Design uart_mmio, sky130hd; sources not shown.
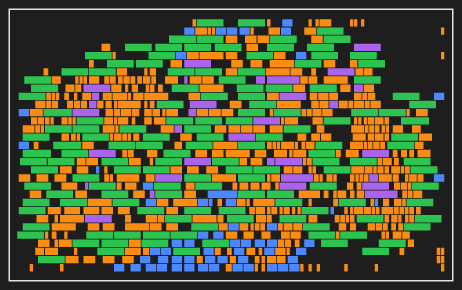
*Placed cells, one colour a class*
Drawn at 3 px/micron.
green -> registers  # cells 141, share of their area 43%
blue -> remaining buffers and delay cells  # cells 59, share of their area 7.1%
purple -> clock drivers and dummy loads  # cells 32, share of their area 7.3%
orange -> remaining logic cells  # cells 443, share of their area 43%
row cnt: 31
CORE AREA: 12000 sq um
Layout Utilization: 70.0%
Finished Cell Area: 8410 sq um
Seq/total area: 42.0%

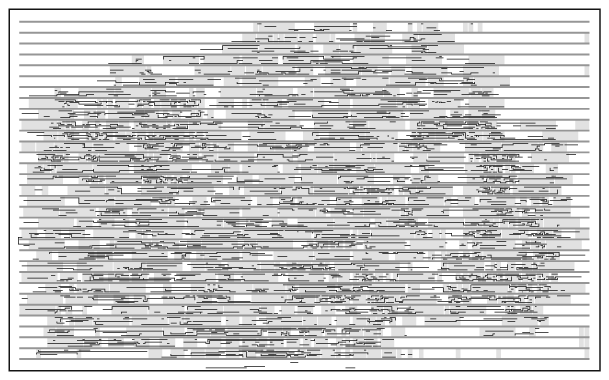
*The metal 1 layer*
Drawn at 4 px/micron. Supply wires on this layer in grey. Cells faint in the background.
longest straight run = 38.2 microns
share of all routed wire = 42%
nets with wire on the layer = 669
main direction = horizontal
wire length on this layer = 7120 microns
DRT Wirelength: 17.1 mm
Vias: 5212

==> flow_summary.toml <==
# yosys + openroad results
[timing]
period_needed_ns = 4.99
rsz0062_at_grt = "false"
fin_tns_setup_ns = 0
maxSlewViolCount = 68
hold_viol_final = 0
max_freq_mhz = 200

[setup_path]
cp.required_ns = 8.86
worst-path-stages = 7
path_buffers = 2
crit_family = "simple AND/OR/NAND/NOR gates"
worstPathCellList = "dlygate4sd3_1 > nor4_1 > nand4_1 > nor2_1 > and4b_1 > a22o_1 > dlygate4sd3_1"
slowest_stage = "dlygate4sd3_1"
r2r_setup_slack_ns = 6.35
criticalPathCategory = "in -> out"
critPathCaptureType = "primary output"

[drt]
wl_met3_microns = 928
drc = 0
drtIter0Drc = 396
dr.pass1.iters = 5
routedWlPerCell_microns = 20.4
ant_nets = 0
vias_per_cell = 6.20

[floorplanning]
fp-utilization_pct = 61.5
dieHeight_microns = 90.0
die_w_microns = 147

[logic_synthesis]
edf_count = 0
largest_area_cell = "dfrtp_1"
synthTopCellsByArea = "dfrtp_1 46%, mux2_2 6.9%, mux2_4 6.5%"
netlist_area_sq_um = 7390
synth_cells = 606
postSynthSeqShare_pct = 47.8
ys_ff = 141
ys_warn_count = 0

[placement]
portBuffers = 54
pre_cts_slack_ns = 5.23
dp_hpwl_mm = 11.2

[clock_network]
cts_made_buffers = 17
cts_resized = 0
clock.latency.late_pin_ns = 0.42
path_clk_slew_ns = 0.06

[finish]
logic_area_sq_um = 3410
largest_class = "sequential cells"
flops = 141
final-nonclk-buf-share_pct = 6.93
n_fill_cell = 810
comb_area_share_pct = 40.5
diodes = 0
final_layout_size_suffix_gt1_share_pct = 15.6
final_cells = 840
clk_share_pct = 7.14
fin_nets = 753

[grt]
grt_pass1_vias = 5358
grt_usage_pct = 27.2
use_met2_pct = 45.1
grt_overflow_total = 0
gr-usage-met1_pct = 36.2

[run]
max-cap-violations = 1
warning_count = 60

[pwr]
p_total_mw = 1.37
seq_power_share_pct = 45.1
switchingPower_mw = 0.342

[status]
violations = "max-capacitance violations, max-slew violations"
status = "complete, but fails checks"

[min_path]
hold_depth = 0
hold_class = "reg -> reg"
-- layout by cell type (no fill, tap or decap), types with 4 or more instances in the layout --
| master | netlist | routed |
|---|---|---|
| o31ai_1 | 8 | 8 |
| nor3_1 | 7 | 7 |
| dfrtp_1 | 137 | 137 |
| dlygate4sd3_1 | 0 | 13 |
| ha_1 | 20 | 20 |
| nor2_1 | 29 | 29 |
| a21oi_1 | 14 | 14 |
| mux2i_1 | 11 | 11 |
| xnor2_1 | 12 | 12 |
| xor2_1 | 5 | 5 |
| mux2_4 | 32 | 4 |
| clkinvlp_4 | 0 | 5 |
| a2bb2oi_1 | 6 | 6 |
| clkbuf_1 | 14 | 6 |
| or3_1 | 4 | 4 |
| nor4_1 | 9 | 9 |
| nand4_1 | 7 | 7 |
| mux2_1 | 0 | 30 |
| nand3_1 | 16 | 16 |
| and3_1 | 8 | 8 |
| o21a_1 | 8 | 8 |
| clkbuf_16 | 0 | 17 |
| a31oi_1 | 7 | 7 |
| inv_1 | 21 | 20 |
| o21ai_0 | 35 | 36 |
| clkdlybuf4s50_1 | 0 | 41 |
| mux4_2 | 16 | 16 |
| nand2_1 | 33 | 37 |
| conb_1 | 1 | 24 |
| mux2_2 | 45 | 43 |
| a22o_1 | 12 | 12 |
-- cells by family (layout without fill, tap and decap cells) --
family	count (synthesis)	in the layout	share of synthesized area (%)
simple gates	147	147	11.9
flops	141	141	47.8
compound gates	108	108	9.81
mux	104	104	19.7
buf+inv	66	112	4.82
fa+ha+maj	22	22	3.93
xor+xnor	17	17	2.01
other cells	1	24	0.0507
-- power groups by stage --
stage	clock [mW]	sequential [mW]	combinational [mW]
detailed placement	0	0.630	0.102
finish	0.650	0.621	0.104
CTS	0.654	0.620	0.103
global route	0.683	0.623	0.116
global placement	0	0.627	0.0953
floorplan	0	0.617	0.0824
Power figures rest on the tool's default switching activity, not on a simulated workload.
